--- config.mk ---
export PLATFORM = sky130hd
export DESIGN_NAME = cmp_result_tally
export DESIGN_NICKNAME = d
export VERILOG_FILES = /design/src/rtl/cmp_pkg.sv /design/src/rtl/cmp_result_tally_sat_counter.sv /design/src/rtl/cmp_result_tally.sv
export SDC_FILE = /design/constraint.sdc
export NUM_CORES = 1
export LEC_CHECK = 0
export CORE_MARGIN = 3
export CORE_UTILIZATION = 54
export DETAILED_ROUTE_END_ITERATION = 10
export PLACE_DENSITY = 0.82
export SYNTH_ARGS = -nofsm -noshare
export SYNTH_HDL_FRONTEND = slang
export SYNTH_SLANG_ARGS = --single-unit
export TNS_END_PERCENT = 50
--- constraint.sdc ---
create_clock -name clk -period 3.1 [get_ports clk]
set_clock_uncertainty 0.05 [all_clocks]
set_input_delay 0.62 -clock clk [delete_from_list [all_inputs] [get_ports clk]]
set_output_delay 0.62 -clock clk [all_outputs]
set_load 0.01 [all_outputs]
--- src/rtl/cmp_pkg.sv ---
// Shared codes, FSM encoding and code-legality helper for the comparator result
// tally stage.
package cmp_pkg;

  localparam logic [2:0] RES_GT = 3'b100;
  localparam logic [2:0] RES_EQ = 3'b010;
  localparam logic [2:0] RES_LT = 3'b001;

  typedef enum logic {
    ST_ACCUM  = 1'b0,
    ST_REPORT = 1'b1
  } state_e;

  function automatic logic is_onehot3(input logic [2:0] code);
    logic legal;
    case (code)
      RES_GT, RES_EQ, RES_LT: legal = 1'b1;
      default:                legal = 1'b0;
    endcase
    return legal;
  endfunction

endpackage

--- src/rtl/cmp_result_tally_sat_counter.sv ---
// Saturating up-counter; clr restarts the count, and clr together with inc
// restarts it at one (used to begin a new run).
module sat_counter #(
  parameter int W = 8
) (
  input  logic         clk,
  input  logic         rst_n,
  input  logic         clr,
  input  logic         inc,
  output logic [W-1:0] q
);

  localparam logic [W-1:0] Q_MAX = {W{1'b1}};

  // count register: restart on clr, otherwise increment until the ceiling
  always_ff @(posedge clk or negedge rst_n) begin
    if (!rst_n) begin
      q <= '0;
    end else if (clr) begin
      q <= inc ? W'(1'b1) : '0;
    end else if (inc && (q != Q_MAX)) begin
      q <= q + W'(1'b1);
    end else begin
      q <= q;
    end
  end

endmodule

--- src/rtl/cmp_result_tally.sv ---
// Windowed tally of the comparator result stream: per-code counts, illegal-code
// count and longest identical run, emitted as one record per WIN_LEN samples.
module cmp_result_tally
  import cmp_pkg::*;
#(
  parameter int CNT_W   = 8,
  parameter int WIN_LEN = 16
) (
  input  logic             clk,
  input  logic             rst_n,
  input  logic             clear,
  input  logic             in_valid,
  output logic             in_ready,
  input  logic [2:0]       in_res,
  output logic             out_valid,
  input  logic             out_ready,
  output logic [CNT_W-1:0] out_gt_cnt,
  output logic [CNT_W-1:0] out_eq_cnt,
  output logic [CNT_W-1:0] out_lt_cnt,
  output logic [CNT_W-1:0] out_err_cnt,
  output logic [CNT_W-1:0] out_max_run
);

  localparam int              SC_W     = $clog2(WIN_LEN + 1);
  localparam logic [SC_W-1:0] LAST_IDX = SC_W'(WIN_LEN - 1);
  localparam logic [CNT_W-1:0] CNT_MAX = {CNT_W{1'b1}};

  state_e           state_r;
  logic [SC_W-1:0]  smp_cnt_r;
  logic [2:0]       last_code_r;
  logic [CNT_W-1:0] max_run_r;
  logic [CNT_W-1:0] cur_run_s;
  logic [CNT_W-1:0] next_run_s;
  logic             acc_s;
  logic             xfer_s;
  logic             wipe_s;
  logic             legal_s;
  logic             same_s;

  assign in_ready    = (state_r == ST_ACCUM);
  assign out_valid   = (state_r == ST_REPORT);
  assign out_max_run = max_run_r;

  // A sample arriving together with clear is dropped.
  assign acc_s   = in_valid & in_ready & ~clear;
  assign xfer_s  = out_valid & out_ready;
  assign wipe_s  = clear | xfer_s;
  assign legal_s = is_onehot3(in_res);
  // last_code_r holds 000 after a window start or an illegal code, which never matches a legal code
  assign same_s  = legal_s & (in_res == last_code_r);

  // run length the current sample produces, used to update the maximum
  always_comb begin
    next_run_s = '0;
    if (!legal_s) begin
      next_run_s = '0;
    end else if (same_s && (cur_run_s != CNT_MAX)) begin
      next_run_s = cur_run_s + CNT_W'(1'b1);
    end else if (same_s) begin
      next_run_s = CNT_MAX;
    end else begin
      next_run_s = CNT_W'(1'b1);
    end
  end

  sat_counter #(.W(CNT_W)) u_gt_cnt (
    .clk   (clk),
    .rst_n (rst_n),
    .clr   (wipe_s),
    .inc   (acc_s & (in_res == RES_GT)),
    .q     (out_gt_cnt)
  );

  sat_counter #(.W(CNT_W)) u_eq_cnt (
    .clk   (clk),
    .rst_n (rst_n),
    .clr   (wipe_s),
    .inc   (acc_s & (in_res == RES_EQ)),
    .q     (out_eq_cnt)
  );

  sat_counter #(.W(CNT_W)) u_lt_cnt (
    .clk   (clk),
    .rst_n (rst_n),
    .clr   (wipe_s),
    .inc   (acc_s & (in_res == RES_LT)),
    .q     (out_lt_cnt)
  );

  sat_counter #(.W(CNT_W)) u_err_cnt (
    .clk   (clk),
    .rst_n (rst_n),
    .clr   (wipe_s),
    .inc   (acc_s & ~legal_s),
    .q     (out_err_cnt)
  );

  // A new or illegal code restarts the run: at one when legal, at zero otherwise.
  sat_counter #(.W(CNT_W)) u_cur_run (
    .clk   (clk),
    .rst_n (rst_n),
    .clr   (wipe_s | (acc_s & ~same_s)),
    .inc   (acc_s & legal_s),
    .q     (cur_run_s)
  );

  // window FSM with sample counter, last-code and maximum-run tracking
  always_ff @(posedge clk or negedge rst_n) begin
    if (!rst_n) begin
      state_r     <= ST_ACCUM;
      smp_cnt_r   <= '0;
      last_code_r <= 3'b000;
      max_run_r   <= '0;
    end else if (wipe_s) begin
      state_r     <= ST_ACCUM;
      smp_cnt_r   <= '0;
      last_code_r <= 3'b000;
      max_run_r   <= '0;
    end else begin
      case (state_r)
        ST_ACCUM: begin
          if (acc_s) begin
            last_code_r <= legal_s ? in_res : 3'b000;
            max_run_r   <= (next_run_s > max_run_r) ? next_run_s : max_run_r;
            if (smp_cnt_r == LAST_IDX) begin
              state_r   <= ST_REPORT;
              smp_cnt_r <= smp_cnt_r;
            end else begin
              state_r   <= ST_ACCUM;
              smp_cnt_r <= smp_cnt_r + SC_W'(1'b1);
            end
          end else begin
            state_r     <= ST_ACCUM;
            smp_cnt_r   <= smp_cnt_r;
            last_code_r <= last_code_r;
            max_run_r   <= max_run_r;
          end
        end
        ST_REPORT: begin
          state_r     <= ST_REPORT;
          smp_cnt_r   <= smp_cnt_r;
          last_code_r <= last_code_r;
          max_run_r   <= max_run_r;
        end
        default: begin
          state_r     <= ST_ACCUM;
          smp_cnt_r   <= '0;
          last_code_r <= 3'b000;
          max_run_r   <= '0;
        end
      endcase
    end
  end

endmodule
Selected gate families:
Scale: 3 px per um.
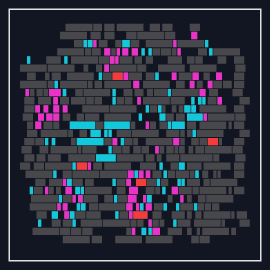
| colour | family | cells | most used |
|---|---|---|---|
| cyan | NOR gates | 73 | nor2_1 |
| magenta | NAND gates | 62 | nand2_1 |
| red | multiplexers | 5 | mux2i_1 |
Layout Cells excl Fill: 486
Comb/total area: 42.10%
most numerous logic cell after layout: dfrtp_1

Pin placement:
Scale: 6 px per um. Pins as bars across the die edge, other pins in grey.
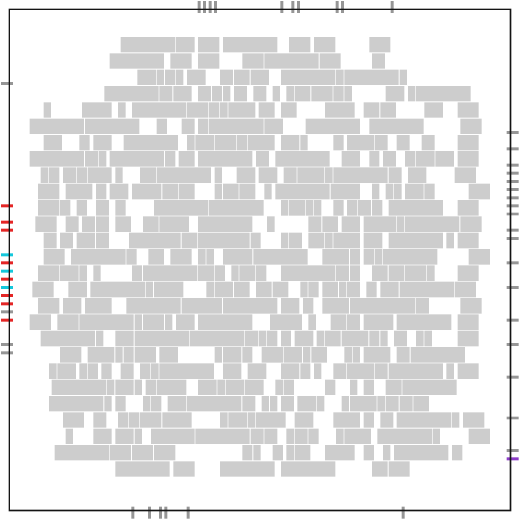
| colour | port | pins | direction | edge |
|---|---|---|---|---|
| purple | `rst_n` | 1 | input | right |
| red | `out_gt_cnt` | 8 | output | left |
| cyan | `in_res` | 3 | input | left |
all pins by edge: 19 right, 15 left, 10 top, 6 bottom
port buffer count: 49
die width: 83.30 um
die height: 83.30 um

Sequential cells grouped by signal name:
Scale: 3 px per um. Other sequential cells in the stronger grey, the rest of the logic in the fainter grey.
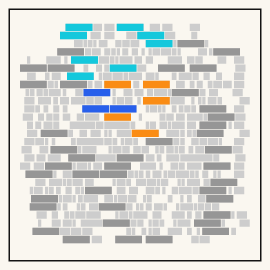
| colour | name in the netlist | flops |
|---|---|---|
| blue | `last_code_r` | 3 |
| orange | `smp_cnt_r` | 5 |
| cyan | `u_eq_cnt.q` | 8 |

==> results_dict.tcl <==
# place-and-route summary
set metrics [dict create \
    grt.overflow.total 0 \
    p_comb_mw 0.137 \
    ir_drop_mv 0.2536 \
    drt-initial-drc-count 208 \
    critPathTopFamily "AND-OR/OR-AND gates" \
    period_needed_ns 2.966 \
    synth_top_cell_by_area "dfrtp_1" \
    maxUsedRoutingLayer "met4" \
    p_sw_share_pct 23.84 \
    cts_tree "built" \
    synth.cellmix.xorXnorShare_pct 9.228 \
    top_logic_kind "simple AND/OR/NAND/NOR gates" \
    yosysChipArea_sq_um 3227 \
    core-area_sq_um 5642 \
    synth_cells 340 \
    mux_share_pct 1.551 \
    p_leak_nw 1.793 \
    power_density_nw_per_um2 385.4 \
    fin_setup_tns_ns 0 \
    tightestPinTransition_ns 0.6772 \
    aoi_share_pct 9.732 \
    cts_inserted_buffers 9 \
    area_leaders "dfrtp_1 44%, nor2_1 6.2%, ha_1 5.8%" \
    cp.required_ns 3.28 \
    ys.flop_type "dfrtp_1" \
    slowest_stage "dfrtp_1" \
    warnings 26 \
    synthArstFlopShare_pct 100.0 \
    status "finished clean" \
    synth.avg_cell_area_sq_um 9.491 \
    finalPower_mw 1.596 \
    drt-total-wl_mm 7.493 \
    r2r_end "out_max_run[0]" \
    placed_area_sq_um 3869 \
]
kinds of logic (layout without fill, tap and decap cells):
logic type,after synthesis,after routing
AOI/OAI and AO/OA,51,51
and+or+nand+nor,157,157
DFF,57,57
adders and majority gates,15,15
buffers and inverters,21,95
muxes,5,5
xor gates and xnor gates,34,34
area by class of cell:
cell class / instances / area [sq um]
inverters: 10 / 37.54
repair buffers: 70 / 648.1
clock buffers: 12 / 155.1
fillers: 404 / 1501
clock inverters: 3 / 40.04
multi-input cells: 262 / 1743
well taps: 72 / 90.09
flip-flops and latches: 57 / 1426
registers in the layout, indices dropped and copies added (netlist names):
signal,cells
u_lt_cnt.q,8
last_code_r,3
smp_cnt_r,5
u_gt_cnt.q,8
u_eq_cnt.q,8
u_err_cnt.q,8
out_valid,1
u_cur_run.q,8
out_max_run,8
